--- src/rtl/ws_accel_pkg.sv ---
// Shared types and helpers for the weight-stationary convolution sequencer.
// Latency: n/a (types, constants and pure functions only).
// Backpressure: n/a.
package ws_accel_pkg;

   // Sequencer states, in the order a channel normally walks through them.
   typedef enum logic [2:0] {
      ST_IDLE    = 3'd0,
      ST_CHECK   = 3'd1,
      ST_LOAD_W  = 3'd2,
      ST_WAIT_W  = 3'd3,
      ST_FEED    = 3'd4,
      ST_DRAIN   = 3'd5,
      ST_NEXT_CH = 3'd6,
      ST_FIN     = 3'd7
   } state_e;

   // The channel count and the per-channel length are stored at a fixed
   // maximum width. The struct then does not depend on the instance's
   // CH_W/LEN_W. Unused upper bits are tied to zero and trimmed by synthesis.
   localparam int CFG_C_MAX_W   = 32;
   localparam int CFG_LEN_MAX_W = 32;

   typedef struct packed {
      logic [3:0]               r;
      logic [3:0]               s;
      logic [3:0]               tile;
      logic [CFG_C_MAX_W-1:0]   c;
      logic [CFG_LEN_MAX_W-1:0] in_len;
      logic                     psum_en;
   } cfg_t;

   // Cycles from an accepted activation to its result leaving the array.
   // The horizontal pass takes pe_cols*pipe_depth cycles.
   // The vertical reduction then adds one cycle per row.
   function automatic int lat_f(input int pe_rows, input int pe_cols, input int pipe_depth);
      return pe_cols * pipe_depth + pe_rows;
   endfunction

   // A config is usable only if the filter fits the array.
   // The tile must be within the supported range.
   // Both loop counts must be non-zero.
   function automatic logic cfg_legal(input cfg_t cfg, input int pe_rows,
                                      input int pe_cols, input int max_tile);
      logic bad;
      bad = (cfg.r == 4'd0) || (int'(cfg.r) > pe_rows) ||
            (cfg.s == 4'd0) || (int'(cfg.s) > pe_cols) ||
            (cfg.tile == 4'd0) || (int'(cfg.tile) > max_tile) ||
            (cfg.c == '0) || (cfg.in_len == '0);
      return !bad;
   endfunction

endpackage

--- src/rtl/ws_lat_tracker.sv ---
// Valid-bit shadow of the MAC pipeline; a 1 entering emerges at tail after DEPTH enabled cycles.
// Latency: exactly DEPTH cycles with shift_en high; frozen cycles add no age.
// Backpressure: shift_en low freezes every stage, so a stalled array and its shadow stay aligned.
module ws_lat_tracker #(
   parameter int DEPTH = 15
) (
   input  logic clk,
   input  logic reset,
   input  logic shift_en,
   input  logic din,
   output logic tail,
   output logic empty
);

   logic [DEPTH-1:0] sr_d;
   logic [DEPTH-1:0] sr_q;

   // Shift one stage per enabled cycle; hold everything while stalled.
   always_comb begin
      sr_d = sr_q;
      if (shift_en) begin
         sr_d = {sr_q[DEPTH-2:0], din};
      end
   end

   // Pipeline occupancy register.
   always_ff @(posedge clk) begin
      if (reset) begin
         sr_q <= '0;
      end else begin
         sr_q <= sr_d;
      end
   end

   assign tail  = sr_q[DEPTH-1];
   assign empty = (sr_q == '0);

endmodule

--- src/rtl/ws_conv_sequencer.sv ---
// Sequences a multi-channel convolution tile on a weight-stationary PE array.
// Latency: result strobe follows each accepted activation by LAT unstalled cycles.
// Backpressure: OUT_FULL stalls the array and pipeline; PSUM_EMPTY holds IN_RDY low when accumulating.
module ws_conv_sequencer
   import ws_accel_pkg::*;
#(
   parameter int PE_ROWS        = 5,
   parameter int PE_COLS        = 5,
   parameter int MAC_PIPE_DEPTH = 2,
   parameter int MAX_TILE       = 9,
   parameter int CH_W           = 12,
   parameter int LEN_W          = 16,
   localparam int PSUM_SEL_W    = (PE_ROWS > 1) ? $clog2(PE_ROWS) : 1
) (
   input  logic                         CLK,
   input  logic                         RESET,
   input  logic                         START,
   input  logic [3:0]                   CFG_R,
   input  logic [3:0]                   CFG_S,
   input  logic [3:0]                   CFG_TILE,
   input  logic [CH_W-1:0]              CFG_C,
   input  logic [LEN_W-1:0]             CFG_IN_LEN,
   input  logic                         CFG_PSUM_EN,
   output logic                         W_LOAD_REQ,
   input  logic                         W_READY,
   input  logic                         IN_VALID,
   output logic                         IN_RDY,
   output logic                         PSUM_RD,
   output logic                         PSUM_WR,
   output logic                         OUT_WR,
   input  logic                         OUT_FULL,
   input  logic                         PSUM_EMPTY,
   output logic [PE_ROWS*PE_COLS-1:0]   ADD_MUX_CTRL,
   output logic [PE_ROWS*PE_COLS-1:0]   STALL_CTRL,
   output logic [PE_ROWS*4-1:0]         ROW_OUT_MUX_CTRL,
   output logic [PSUM_SEL_W-1:0]        PSUM_OUT_MUX_CTRL,
   output logic [CH_W-1:0]              CUR_CH,
   output logic                         BUSY,
   output logic                         DONE,
   output logic                         ERR
);

   localparam int LAT = lat_f(PE_ROWS, PE_COLS, MAC_PIPE_DEPTH);

   state_e                       state_d;
   state_e                       state_q;
   cfg_t                         cfg_d;
   cfg_t                         cfg_q;
   logic [LEN_W-1:0]             in_cnt_d;
   logic [LEN_W-1:0]             in_cnt_q;
   logic [CH_W-1:0]              cur_ch_d;
   logic [CH_W-1:0]              cur_ch_q;
   logic [PE_ROWS*PE_COLS-1:0]   add_mux_d;
   logic [PE_ROWS*PE_COLS-1:0]   add_mux_q;
   logic [PE_ROWS*4-1:0]         row_mux_d;
   logic [PE_ROWS*4-1:0]         row_mux_q;
   logic [PSUM_SEL_W-1:0]        psum_sel_d;
   logic [PSUM_SEL_W-1:0]        psum_sel_q;

   logic                         cfg_ok;
   logic                         acc_psum;
   logic                         last_ch;
   logic                         accept;
   logic                         in_rdy;
   logic                         wr_stb;
   logic                         lat_tail;
   logic                         lat_empty;
   logic [CFG_LEN_MAX_W-1:0]     in_cnt_nxt;

   // Datapath qualifiers for the channel in progress.
   // Every strobe is gated by RESET so an abort issues no FIFO traffic in its own cycle.
   always_comb begin
      cfg_ok     = cfg_legal(cfg_q, PE_ROWS, PE_COLS, MAX_TILE);
      acc_psum   = (cur_ch_q != '0) || cfg_q.psum_en;
      last_ch    = (CFG_C_MAX_W'(cur_ch_q) == (cfg_q.c - CFG_C_MAX_W'(1)));
      in_rdy     = !RESET && (state_q == ST_FEED) && !OUT_FULL && !(acc_psum && PSUM_EMPTY);
      accept     = IN_VALID && in_rdy;
      in_cnt_nxt = CFG_LEN_MAX_W'(in_cnt_q) + CFG_LEN_MAX_W'(1);
      wr_stb     = lat_tail && !OUT_FULL && !RESET;
   end

   // Valid shadow of the MAC pipeline. It freezes together with the array on OUT_FULL.
   ws_lat_tracker #(
      .DEPTH (LAT)
   ) u_lat (
      .clk      (CLK),
      .reset    (RESET),
      .shift_en (!OUT_FULL),
      .din      (accept),
      .tail     (lat_tail),
      .empty    (lat_empty)
   );

   // Next-state logic, config capture, channel/beat counters and mux-map generation.
   always_comb begin
      state_d    = state_q;
      cfg_d      = cfg_q;
      in_cnt_d   = in_cnt_q;
      cur_ch_d   = cur_ch_q;
      add_mux_d  = add_mux_q;
      row_mux_d  = row_mux_q;
      psum_sel_d = psum_sel_q;
      W_LOAD_REQ = 1'b0;
      DONE       = 1'b0;
      ERR        = 1'b0;

      case (state_q)
         ST_IDLE: begin
            if (START) begin
               cfg_d.r       = CFG_R;
               cfg_d.s       = CFG_S;
               cfg_d.tile    = CFG_TILE;
               cfg_d.c       = CFG_C_MAX_W'(CFG_C);
               cfg_d.in_len  = CFG_LEN_MAX_W'(CFG_IN_LEN);
               cfg_d.psum_en = CFG_PSUM_EN;
               cur_ch_d      = '0;
               in_cnt_d      = '0;
               state_d       = ST_CHECK;
            end
         end

         ST_CHECK: begin
            if (!cfg_ok) begin
               ERR     = 1'b1;
               state_d = ST_IDLE;
            end else begin
               // Enable only the adders covered by the R x S filter footprint.
               for (int r = 0; r < PE_ROWS; r++) begin
                  for (int c = 0; c < PE_COLS; c++) begin
                     add_mux_d[r*PE_COLS + c] = (r < int'(cfg_q.r)) && (c < int'(cfg_q.s));
                  end
                  row_mux_d[r*4 +: 4] = cfg_q.tile - 4'd1;
               end
               psum_sel_d = PSUM_SEL_W'(cfg_q.r - 4'd1);
               state_d    = ST_LOAD_W;
            end
         end

         ST_LOAD_W: begin
            W_LOAD_REQ = 1'b1;
            state_d    = ST_WAIT_W;
         end

         ST_WAIT_W: begin
            if (W_READY) begin
               state_d = ST_FEED;
            end
         end

         ST_FEED: begin
            if (accept) begin
               in_cnt_d = in_cnt_q + LEN_W'(1);
               if (in_cnt_nxt == cfg_q.in_len) begin
                  state_d = ST_DRAIN;
               end
            end
         end

         ST_DRAIN: begin
            if (lat_empty) begin
               state_d = ST_NEXT_CH;
            end
         end

         ST_NEXT_CH: begin
            if (last_ch) begin
               state_d = ST_FIN;
            end else begin
               cur_ch_d = cur_ch_q + CH_W'(1);
               in_cnt_d = '0;
               state_d  = ST_LOAD_W;
            end
         end

         ST_FIN: begin
            DONE    = 1'b1;
            state_d = ST_IDLE;
         end

         default: begin
            state_d = ST_IDLE;
         end
      endcase

      if (RESET) begin
         W_LOAD_REQ = 1'b0;
         DONE       = 1'b0;
         ERR        = 1'b0;
      end
   end

   // State, config and counter registers; reset aborts any run in progress.
   always_ff @(posedge CLK) begin
      if (RESET) begin
         state_q    <= ST_IDLE;
         cfg_q      <= '0;
         in_cnt_q   <= '0;
         cur_ch_q   <= '0;
         add_mux_q  <= '0;
         row_mux_q  <= '0;
         psum_sel_q <= '0;
      end else begin
         state_q    <= state_d;
         cfg_q      <= cfg_d;
         in_cnt_q   <= in_cnt_d;
         cur_ch_q   <= cur_ch_d;
         add_mux_q  <= add_mux_d;
         row_mux_q  <= row_mux_d;
         psum_sel_q <= psum_sel_d;
      end
   end

   // Output strobes and array controls.
   // The array runs only while data moves through it (FEED/DRAIN) and the output FIFO has room.
   always_comb begin
      IN_RDY            = in_rdy;
      PSUM_RD           = accept && acc_psum;
      OUT_WR            = wr_stb && last_ch;
      PSUM_WR           = wr_stb && !last_ch;
      STALL_CTRL        = (OUT_FULL || !((state_q == ST_FEED) || (state_q == ST_DRAIN))) ? '1 : '0;
      ADD_MUX_CTRL      = add_mux_q;
      ROW_OUT_MUX_CTRL  = row_mux_q;
      PSUM_OUT_MUX_CTRL = psum_sel_q;
      CUR_CH            = cur_ch_q;
      BUSY              = (state_q != ST_IDLE);
   end

endmodule

--- config.mk ---
export PLATFORM = sky130hd
export DESIGN_NAME = ws_conv_sequencer
export DESIGN_NICKNAME = d
export VERILOG_FILES = /design/src/rtl/ws_accel_pkg.sv /design/src/rtl/ws_lat_tracker.sv /design/src/rtl/ws_conv_sequencer.sv
export SDC_FILE = /design/constraint.sdc
export NUM_CORES = 1
export LEC_CHECK = 0
export ABC_CLOCK_PERIOD_IN_PS = 3560
export CAP_MARGIN = 20
export CORE_ASPECT_RATIO = 1.25
export CORE_MARGIN = 3
export CORE_UTILIZATION = 51
export CTS_CLUSTER_SIZE = 25
export DETAILED_ROUTE_END_ITERATION = 7
export PLACE_DENSITY = 0.82
export SYNTH_ARGS = -nofsm -noshare
export SYNTH_HDL_FRONTEND = slang
export SYNTH_SLANG_ARGS = --single-unit
--- constraint.sdc ---
create_clock -name CLK -period 3.56 [get_ports CLK]
set_input_delay 0.712 -clock CLK [delete_from_list [all_inputs] [get_ports CLK]]
set_output_delay 0.712 -clock CLK [all_outputs]
set_load 0.03 [all_outputs]
Fig. 1: run 1, met1 routing
Cells faint in the background.
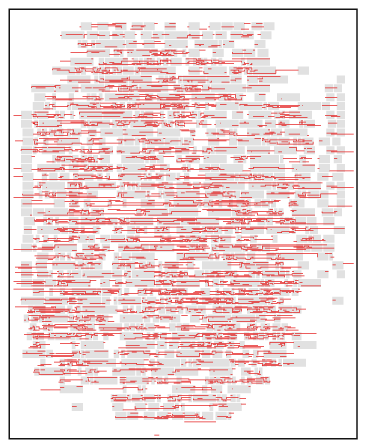
The wires run mostly horizontal. The longest straight run is 51.5 um. The layer carries 6810 um of wire. 843 nets have wire on it.

Fig. 2: run 1, M2 wires
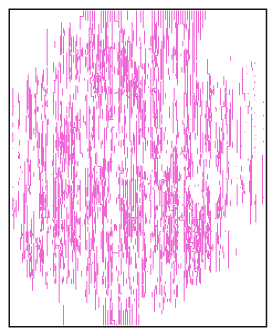
The layer carries 8210 um of wire. 785 nets have wire on it.
total vias in the final route: 6106
aggregate routed wire length: 17110 um
global routing usage on met2: 0.4042

==> commit_impl_results.txt, run 1 <==
Store results of the implementation flow

- The detailed placer reported the number of placed instances as roughly 1000.
* Most common flop cell mapped by yosys: sky130_fd_sc_hd__dfxtp_1
* Fraction of layout instances using a drive strength above 1: 0.1010
* Delay of the slowest cell on the worst path: slightly below 0.4 ns
* Clock skew after layout: between 0.007 and 0.008 ns
- In this run the deepest clock path goes through 2 buffers.
* Count of fill cells added during filler insertion: 980
- Dividing the synthesized area by the synthesized cell count gives roughly 8 um^2.
- Power share of the combinational group: 0.111
- The tree is rooted in a sky130_fd_sc_hd__clkbuf_16.
- The global route stage reports its total congestion overflow as 0.
- The global routing report lists met1 layer usage as 0.3001.
- The violation tally recorded at the end of detailed-routing iteration 0 is 441.
* TritonCTS clock tree: done
- XOR Share, Synth: 0.05393
* Number of distinct library cells after synthesis: roughly 68
- CTS sink count: 119
- Routed wire length on met2: 8212 um
- For this run, the script counts the antenna cells in the layout as 0.
- The number of gates resized after CTS was 1.
- Switching portion of total power: 0.2502
- For the worst min-delay path, the startpoint reported by OpenROAD is ADD_MUX_CTRL[18].
- In this run the worst hold path is classified as register to register.
* Data arrival at the endpoint of the critical path: between 2 and 3 ns
* Met3 demand-to-capacity share in global routing: 0.06290
- For this design the ratio of total power to cell area is between 400 and 500 mW/mm^2.
- For the worst setup path, the data required time is 2.85 ns.
- The most frequently used library cell after synthesis is sky130_fd_sc_hd__nand2_1.
- In the hold report, the worst path ends at ADD_MUX_CTRL[18].
* Sum of buffers and inverters on the critical path: 2
- Final tally of max-slew violations: 0
- Number of cells on the worst reg-to-reg path: 9
- The layout has 151 buffers outside the clock class.
- Area leader share: 0.3707
- In the Yosys report the total cell count is around 800.
- Final Setup Violations: 0
* Synthesis area per yosys: between 0.006 and 0.007 mm^2
* N_taps: ~160
- The final layout report lists a clock buffer count of 18.
- Cells taking the most area after synthesis: sky130_fd_sc_hd__dfxtp_1 37%, sky130_fd_sc_hd__nand2_1 8.0%, sky130_fd_sc_hd__a21oi_1 6.6%, sky130_fd_sc_hd__buf_4 4.8%, sky130_fd_sc_hd__nor2_1 4.1%
* Minimum period implied by the final worst setup slack: around 3.3 ns
- Walking the critical path from launch to capture passes 8 cell instances.
- RePlAce ended its routability-driven mode at a weighted congestion of slightly below 1.
- Setup repair after global routing missed its margin: no
- Per the detail_route report, vias per standard cell equal 5.680.
- Number of hold buffers added after cts: 0
- Worst hold path cell count: 2
- Leaving out fill and tap cells, the most frequent cell in the layout is sky130_fd_sc_hd__nand2_1.
- Of all the cell area in the finished design, the clock network holds 0.07709.
- Slowest cell on the critical path: sky130_fd_sc_hd__dlygate4sd2_1
* CTS HTree Levels: 4
* Part of the cycle the worst path needs: 0.9392
- The endpoint identified for the worst register-to-register timing path is ADD_MUX_CTRL[24].
* Width of the die: between 100 and 150 um
- Max_slew headroom: 0.5482
* Critical path capture point: ERR
* Non-clock buffer share: 0.1727
- Sequential cell area in the final layout: between 0.002 and 0.0025 mm^2
* Multi-input gate count: between 500 and 600
* Final HPWL DP: ~12000 um
- Ranked by total area, the top cell class in this layout is combinational gates.
* Placement-stage cell area: about 0.0075 mm^2
* Ys async rst share: 0
- Cell types with the highest counts after synthesis: 137 x sky130_fd_sc_hd__nand2_1, 119 x sky130_fd_sc_hd__dfxtp_1, 85 x sky130_fd_sc_hd__a21oi_1
- PortBufs: around 140
- Power, Total: about 3600 uW
* Worst hold margin: around 0.45 ns
* Category of the critical setup timing path: register to primary output
* Kind of start point of the critical path: register
- In this run the standard cell core region covers between 0.01 and 0.015 mm^2.
- Seq/total area: 0.2918
- Looking at the global route congestion table, the highest-usage layer is met2.
- Clock power frac: 0.500
- TritonRoute pass-1 iters: 5
* Combinational fraction of the cell area: 0.4241
- Net switching power: slightly above 900 uW
- Post-synthesis share of cell area spent on and, or, nand and nor gates: 0.2584
- Non-Filler Cell Area, Final: slightly above 0.008 mm^2
* Final core utilization: 0.6682
- Crit path capture type: primary output
- According to the floorplan report, the total die area is approximately 0.014 mm^2.
- Final Hold Violating Endpoints: 0
- Count of tool warnings: 32
- Status: finished clean
* Syn Inst Count: a little over 800
Fig. 3: run 1, the metal 3 layer
Cells faint in the background.
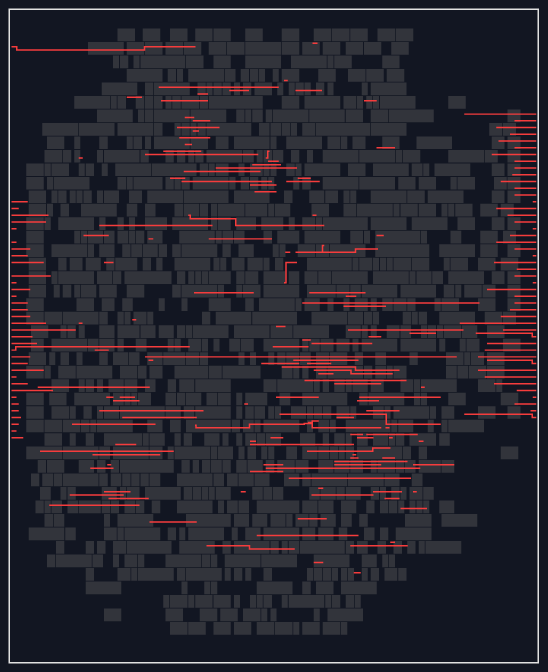
The layer carries 1590 um of wire. The longest straight run is 62.6 um. The wires run mostly horizontal.

[run 1: power groups by stage]
stage | Sequential (uW) | Clock (uW) | Combinational (uW)
2_1_floorplan | 1430 | 0 | 279
3_3_place_gp | 1430 | 0 | 394
3_5_place_dp | 1440 | 0 | 399
4_1_cts | 1410 | 1820 | 402
5_1_grt | 1410 | 1880 | 444
6_report | 1410 | 1810 | 403
[run 1: sequential cells by signal, summed over array words and instances (netlist names)]
register	cells
ADD_MUX_CTRL	25
PSUM_OUT_MUX_CTRL	3
ROW_OUT_MUX_CTRL	4
cfg_q	41
CUR_CH	12
in_cnt_q	16
state_q	3
u_lat.sr_q	15
[run 1: cells by family after synthesis]
logic type,count (synthesis)
mux,15
simple gates,349
fa+ha+maj,11
buf+inv,113
compound gates,177
xor+xnor,37
flops,119
Fig. 4: run 1, routing congestion
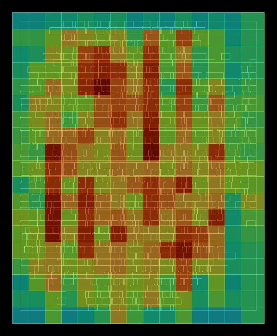

--- run 2 (diff from run 1) ---
--- a/config.mk
+++ b/config.mk
@@ -10,9 +10,11 @@
 export CORE_ASPECT_RATIO = 1.25
 export CORE_MARGIN = 3
 export CORE_UTILIZATION = 51
+export CTS_CLUSTER_DIAMETER = 120
 export CTS_CLUSTER_SIZE = 25
 export DETAILED_ROUTE_END_ITERATION = 7
 export PLACE_DENSITY = 0.82
+export SETUP_SLACK_MARGIN = 0.15
 export SYNTH_ARGS = -nofsm -noshare
 export SYNTH_HDL_FRONTEND = slang
 export SYNTH_SLANG_ARGS = --single-unit
Fig. 5: run 2, routing congestion
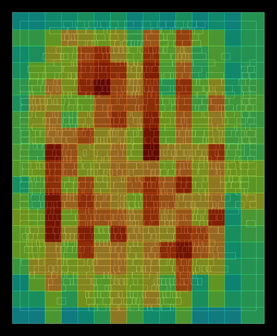
GRT met1 Usage: 0.3001
final core utilization: 0.6701
average wire per standard cell: 15.91 um
GRT busiest layer: met2
GR Util All Layers: 0.2444

Fig. 6: run 2, met4 routing
Bar = 20 um. Cells faint in the background.
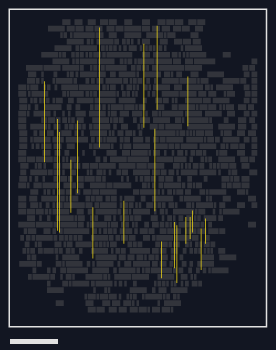
The longest straight run is 49.6 um. The layer carries 498 um of wire. The layer holds 2.9% of the routed length.

Fig. 7: run 2, M2 wires
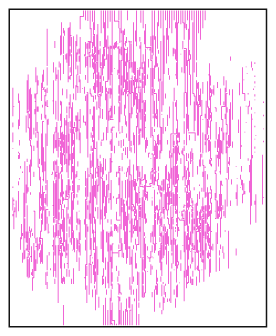
The layer holds 48% of the routed length. The layer carries 8280 um of wire. The wires run mostly vertical. The longest straight run is 39.3 um.
total vias in the final route: 6132
aggregate routed wire length: 17100 um

==> run 2 against run 1 <==
Against the previous run:
- final cell count did not move
- non-clock buffer count unchanged
- sequential power barely moved
- utilization grew 0.19 points
- design area grew 0.29%
- largest power group unchanged
- critical path depth did not move
- first-iteration DRC count shrank 0.91%
- clock power about the same
- sequential cell count unchanged
- highest routed layer unchanged
- critical endpoint unchanged
==> commit_impl_results.txt, run 2 <==
Store results of the implementation flow

- Global placer's final weighted congestion: 0.9649 (unchanged)
* Number of antenna violations at the first check in global routing: 0
- Required time at the endpoint of the critical path: 2.85 ns (about the same)
* Most numerous logic cells after layout: 137 x sky130_fd_sc_hd__nand2_1, 119 x sky130_fd_sc_hd__dfxtp_1, 110 x sky130_fd_sc_hd__clkdlybuf4s50_1, 85 x sky130_fd_sc_hd__a21oi_1, 70 x sky130_fd_sc_hd__nor2_1
- The total number of warnings across the stage logs came to 33 (+3.1%).
- The number of flip-flops in the largest register was 41 (unchanged).
- Final Hold Violating Endpoints: 0 (unchanged)
* Area leader share: 0.3707 (unchanged)
- The fraction of the mapped netlist area in simple logic gates is 0.2584 (unchanged).
- STA classifies the critical path startpoint as a register.
- Met3 demand-to-capacity share in global routing: 0.06290 (unchanged)
- The number of antenna cells inserted came to 0 (unchanged).
- The total die size is 0.01399 mm^2 (unchanged).
- Of the total power, registers draw 0.389.
* Largest register by flop count: cfg_q
* Post-route DRC: 0
- The placed instance count is 1043 (unchanged).
* Most common cell in the synthesized netlist: sky130_fd_sc_hd__nand2_1
- The final tally of max-slew violations is 0 (unchanged).
- The flow ran to the end, and the final reports show no timing, DRC or antenna violations.
- Walking the worst path, the cells encountered are inv_1 -> ha_1 -> nor3b_1 -> a2111oi_2 -> o2111a_1 -> nand3_2 -> nor4b_2 -> dlygate4sd2_1.
- TritonRoute pass-1 iters: 8 (+3)
- Slowest cell on the critical path: sky130_fd_sc_hd__dlygate4sd2_1
* # Post-CTS Setup Buffers: 0
- Measured along the y axis, the die boundary spans about 130 um.
* Cells taking the most area after synthesis: sky130_fd_sc_hd__dfxtp_1 37%, sky130_fd_sc_hd__nand2_1 8.0%, sky130_fd_sc_hd__a21oi_1 6.6%, sky130_fd_sc_hd__buf_4 4.8%, sky130_fd_sc_hd__nor2_1 4.1%
- The post-synth register bit count is about 120.
* Max clock buf depth: 2 (unchanged)
* Post-Synthesis Cell Area: about 0.0064 mm^2
- Setup repair after global routing missed its margin: yes
- Cell accounting for the most synthesized area: sky130_fd_sc_hd__dfxtp_1
- Of the total synthesized cell area, the portion taken by full adders, half adders and majority gates is 0.02142.
* Vias per inst: 5.704 (+0.43%)
- Clock slew at the register clock pins of the worst setup and hold paths: roughly 0.060 ns
- Power, Total: 3624 uW (about the same)
- Yosys mapped a number of flops with a built-in enable equal to 0.
* Max-cap viol count: 0
- The met2 layer usage reported by global route is 0.4042 (unchanged).
- The largest stage delay on the critical path was 0.39 ns (about the same).
* Placement-stage cell area: 0.007536 mm^2 (unchanged)
* Post-Synthesis Mean Instance Area: 7.827 um^2 (unchanged)
- The switching power is 907.3 uW (+0.13%).
- By count the netlist is led by 137 x sky130_fd_sc_hd__nand2_1, 119 x sky130_fd_sc_hd__dfxtp_1, 85 x sky130_fd_sc_hd__a21oi_1.
* Stages on worst setup path: 8 (unchanged)
- The instance count of the mapped netlist was 821 (unchanged).
- The number of buffers inserted by port buffering is 140 (unchanged).
- Cell total in the yosys stat output: 821 (unchanged)
- The clock distribution power is 1810 uW (about the same).
* Number of nets at floorplan: 880
- The number of clock buffers added by TritonCTS is 17.
- Comb group: 407 uW (+1%)
- Post-synthesis to final-layout area growth: 27.41%
- Worst setup path start: cfg_q[65]
- Ports placed on the boundary: approximately 140
- The quantity of gates resized following cts was 1 (unchanged).
- The worst reg2reg path depth is 9 (unchanged).
- Skew-Pair Late Insertion Delay: 0.42 ns
- Number of cell rows: between 40 and 50
- The worst hold path begins at ADD_MUX_CTRL[21].
- Top layer used by detailed routing: met4
- The internal portion of the total power is 2716 uW.
* Critical path capture point: ERR
* Transition time of the tightest slew-check pin: about 0.68 ns
- The power report puts the leakage power at 0.002987 uW.
- The capture point of the worst register-to-register path is recorded as ADD_MUX_CTRL[14].
- Total core area: 0.01222 mm^2 (unchanged)
- STA shows the worst min-delay path finishing at ADD_MUX_CTRL[21].
- Synthesis area per yosys: 0.006426 mm^2 (unchanged)
- The areal power density over the cells was 442.6 mW/mm^2 (-0.24%).
- The via count of the first global-routing pass came to slightly below 6000.
* Data arrival at the endpoint of the critical path: 2.58 ns (-0.05 ns)
- The number of H-tree levels is 4 (unchanged).
* Number of synthesis warnings: 0
- The clock net sink count is 119 (unchanged).
- The switching part of the total power was 0.2504 (about the same).
- Setup slack of the most critical reg-to-reg path: 0.66 ns
- In the final design database the tool counted 957 nets.
- Worst hold margin: 0.4514 ns (-0.0006270 ns)
- The cell-mix breakdown from Yosys lists the compound-gate area share as 0.1807.
- GRT Residual Overflow: 0 (unchanged)
* Minimum period implied by the final worst setup slack: 3.296 ns (-0.04766 ns)
- The first global-routing pass estimated about 28000 um of wire.
- Register share after synthesis: 0.3707
- Post-Route M1 WL: 6928 um
* TritonCTS clock tree: done
* Clock power frac: 0.499 (about the same)
* Most instantiated logic cell after routing: sky130_fd_sc_hd__nand2_1
- For reference, the most critical setup path is categorized as register to primary output.
* Max_slew headroom: 0.5471 (-0.001014)
* Number of hold buffers added after cts: 0 (unchanged)
* Worst r2r src: cfg_q[65]
* Maximum number of pins on one net before global-route repair: slightly below 70
- Post-route ant nets: 0
- Fraction of layout instances using a drive strength above 1: 0.1065 (+0.005488)
- Starting density of the core: 0.5260
- Clock skew after layout: 0.007231 ns (-0.00003647 ns)
* Flip-flop and latch power: 1410 uW (about the same)
- The async set-reset flop share out of synthesis is 0 (unchanged).
- Total Neg Setup Slack: 0 ns
- Per the power-grid run, VDD falls by no more than approximately 0.31 mV.
* Sum of buffers and inverters on the critical path: 2 (unchanged)
- Violation count after the first detailed-routing iteration: 437 (-0.91%)
- Worst setup slack after placement: just under 0.4 ns
- Multiplexer share of the synthesized area: 0.02336
- Worst min-delay path category: register to register
- XOR Share, Synth: 0.05393 (unchanged)
- Combinational family with the most area after synthesis: simple AND/OR/NAND/NOR gates
* Number of distinct library cells after synthesis: 68 (unchanged)
* DR WL met3: roughly 1400 um
* Tally of non-filler cells in the final layout: roughly 1100
- Width of the die: 106.4 um (unchanged)
- The cell area after layout was 0.008188 mm^2 (+0.29%).
* Final Setup Violations: 0 (unchanged)
- The final HPWL from detailed placement was 12250 um (unchanged).
- The met2 wire length was 8281 um (+0.84%).
* Crit path capture type: primary output
- The post-route clock period utilization came to 0.9258 (-0.01339).
- Critical path's top delay family: AND-OR/OR-AND gates
* Most common flop cell mapped by yosys: sky130_fd_sc_hd__dfxtp_1
- The depth of the worst hold-timing path came to 2 (unchanged).
* Maximum achievable frequency: 303.4 MHz
- The biggest slice of the total power is consumed by clock.
* Power share of the combinational group: 0.112 (about the same)
- STA lists the maximum fanout along the critical path as 4.
* Clk Tree Root Cell: sky130_fd_sc_hd__clkbuf_16
- Across all setup checks in the final design, the least slack found is between 0.2 and 0.3 ns.
## run 2: cells by family (layout without fill, tap and decap cells)
kind of cell / count (synthesis) / count (layout)
AND-OR/OR-AND: 177 / 177
multiplexers: 15 / 15
AND/OR/NAND/NOR: 349 / 349
flip-flops: 119 / 119
XOR/XNOR: 37 / 37
buffers and inverters: 113 / 203
adder cells (fa/ha/maj): 11 / 11
## run 2: cell type report
| cell class | count | area (um^2) |
|---|---|---|
| fill | 978 | 4030 |
| multi-input combinational | 589 | 3486 |
| sequential | 119 | 2382 |
| timing repair buffer | 151 | 1410 |
| clock buffer | 18 | 429.2 |
| tap | 164 | 205.2 |
| clock inverter | 14 | 200.2 |
| inverter | 20 | 75.07 |
Fig. 8: run 2, met1 routing
Cells faint in the background.
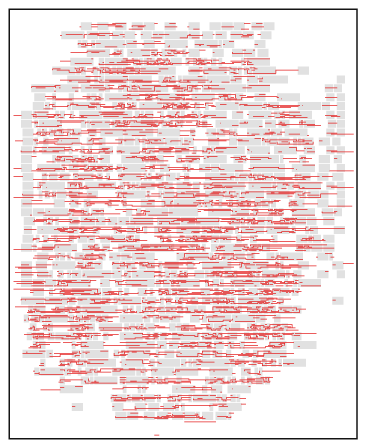

--- run 3 (diff from run 2) ---
--- a/config.mk
+++ b/config.mk
@@ -14,6 +14,7 @@
 export CTS_CLUSTER_SIZE = 25
 export DETAILED_ROUTE_END_ITERATION = 7
 export PLACE_DENSITY = 0.82
+export RECOVER_POWER = 25
 export SETUP_SLACK_MARGIN = 0.15
 export SYNTH_ARGS = -nofsm -noshare
 export SYNTH_HDL_FRONTEND = slang
Fig. 9: run 3, met1 routing
Cells faint in the background.
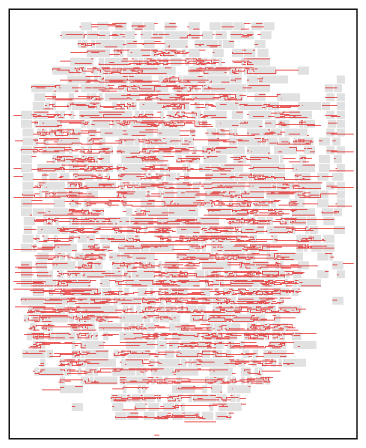
845 nets have wire on it. The layer carries 6910 um of wire. The layer holds 41% of the routed length. The longest straight run is 26.2 um. The wires run mostly horizontal.

Fig. 10: run 3, met4 routing
Bar = 20 um. Cells faint in the background.
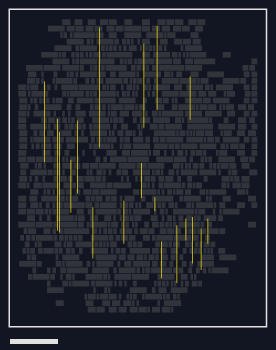
The longest straight run is 49.6 um. The wires run mostly vertical.
aggregate routed wire length: 17050 um
total vias in the final route: 6123

==> run 3 against run 2 <==
Against the previous run:
- the flow now finishes with violations (design-rule violations, max-capacitance violations, max-slew violations)
- register-to-register slack about the same
- utilization fell by 0.051 points
- clock power is essentially flat
- sequential power is essentially flat
- final cell count stayed put
- combinational power is essentially flat
- critical path type unchanged
- critical endpoint unchanged
==> commit_impl_results.txt, run 3 <==
Store results of the implementation flow

* Seq/total area: 0.2912 (about the same)
* Final HPWL DP: 12250 um (unchanged)
* Count of fill cells added during filler insertion: 979 (+0.10%)
* Largest register FFs: 41 (unchanged)
* PortBufs: 140 (unchanged)
- The final tally of max-slew violations is 43 (+43).
- Number of antenna violations at the first check in global routing: 0 (unchanged)
- The layer flagged by global routing as most heavily used is met2.
- The final layout net count was 957 (unchanged).
- Clk_buf instances: 18 (unchanged)
- Setup repair after global routing could not meet its margin everywhere.
* Met3 demand-to-capacity share in global routing: 0.06290 (unchanged)
- The minimum setup slack among reg-to-reg paths came to 0.66 ns (about the same).
- The relative contribution of combinational cells to total power was 0.112 (about the same).
- Sequential cell fraction of total power: 0.388 (about the same)
* Syn Inst Count: 821 (unchanged)
- Skew-Pair Late Insertion Delay: 0.42 ns (about the same)
* Max clock buf depth: 2 (unchanged)
- Most instantiated logic cell after routing: sky130_fd_sc_hd__nand2_1
- Area leader share: 0.3707 (unchanged)
* Final Hold Violating Endpoints: 0 (unchanged)
- The portion of the layout cell area used by clock cells was 0.07692 (about the same).
- End of the worst hold path: ADD_MUX_CTRL[21]
- Non-clock buffer share: 0.1719 (-0.0003268)
- OpenSTA lists the critical path startpoint as cfg_q[65].
- Area used by multi-input combinational logic: 0.003483 mm^2 (about the same)
* Hold path startpoint: ADD_MUX_CTRL[21]
* Power, Total: 3627 uW (about the same)
* Maximum number of pins on one net before global-route repair: 69 (unchanged)
* N_taps: 164 (unchanged)
* Crit path capture type: primary output
- Clock slew at the register clock pins of the worst setup and hold paths: 0.06 ns (about the same)
- Die outline height: 131.5 um (unchanged)
* Cell-by-cell listing of the critical path: inv_1 -> ha_1 -> nor3b_1 -> a2111oi_2 -> o2111a_1 -> nand3_2 -> nor4b_2 -> dlygate4sd2_1
* Post-Synthesis Cell Area: 0.006426 mm^2 (unchanged)
- STA classifies the critical path startpoint as a register.
- The DRC violation count after routing is 4 (+4).
* Average wire per standard cell: 15.86 um (-0.29%)
* Worst hold margin: 0.4513 ns (-0.0001290 ns)
* Count of tool warnings: 33 (unchanged)
* Number of non-clock buffers: 151 (unchanged)
- The final standard cell count with taps included and fillers excluded was 1075 (unchanged).
* Largest register by flop count: cfg_q
- Status: finished, violations left
- Max-cap viol count: 1 (+1)
- Inverters: 20 (unchanged)
- Cell total in the yosys stat output: 821 (unchanged)
* CTS HTree Levels: 4 (unchanged)
- GR Util All Layers: 0.2444 (unchanged)
- The final reports fail on design-rule violations, max-capacitance violations, max-slew violations.
- Worst r2r src: cfg_q[65]
* Number of distinct library cells after synthesis: 68 (unchanged)
- The first-pass GRT wire length came to 28050 um (unchanged).
- Most common cell in the synthesized netlist: sky130_fd_sc_hd__nand2_1
- The detailed-routing iteration count for the pre-antenna-repair pass came to 8 (unchanged).
- The arrival time of the worst setup path came to 2.58 ns (about the same).
- The met2 wire length is 8247 um (-0.41%).
- Transition time of the tightest slew-check pin: 1.848 ns (+1.168 ns)
* Max_slew headroom: -0.2317 (-0.7788)
- Ports placed on the boundary: 141 (unchanged)
- The minimum setup slack after placement is 0.3873 ns (unchanged).
Fig. 11: run 3, M2 wires
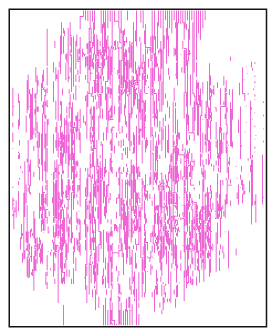
The longest straight run is 39.3 um. 789 nets have wire on it. The layer carries 8250 um of wire. The layer holds 48% of the routed length. The wires run mostly vertical.

run 3: cell counts after synthesis:
No cell type changed its count.
run 3: cell families after synthesis:
kind of cell | synth area share
compound gates | 0.1807
xor+xnor | 0.05393
fa+ha+maj | 0.02142
buf+inv | 0.09151
flops | 0.3707
mux | 0.02336
simple gates | 0.2584
run 3: worst max-delay path, delay by kind of cell (launching register included):
kind                       cells  cell delay, ns
buffers and inverters          2            0.47
AOI/OAI and AO/OA              2            0.60
and+or+nand+nor                3            0.51
DFF                            1            0.38
adders and majority gates      1            0.23
run 3: power by group through the flow:
stage	Combinational [uW]	Sequential, uW	Clock, uW
2_1_floorplan	279	1430	0
3_3_place_gp	394	1430	0
3_5_place_dp	399	1440	0
4_1_cts	402	1410	1820
5_1_grt	447	1410	1880
6_report	406	1410	1810
No activity file was given, so power comes from the tool's default toggle rates.
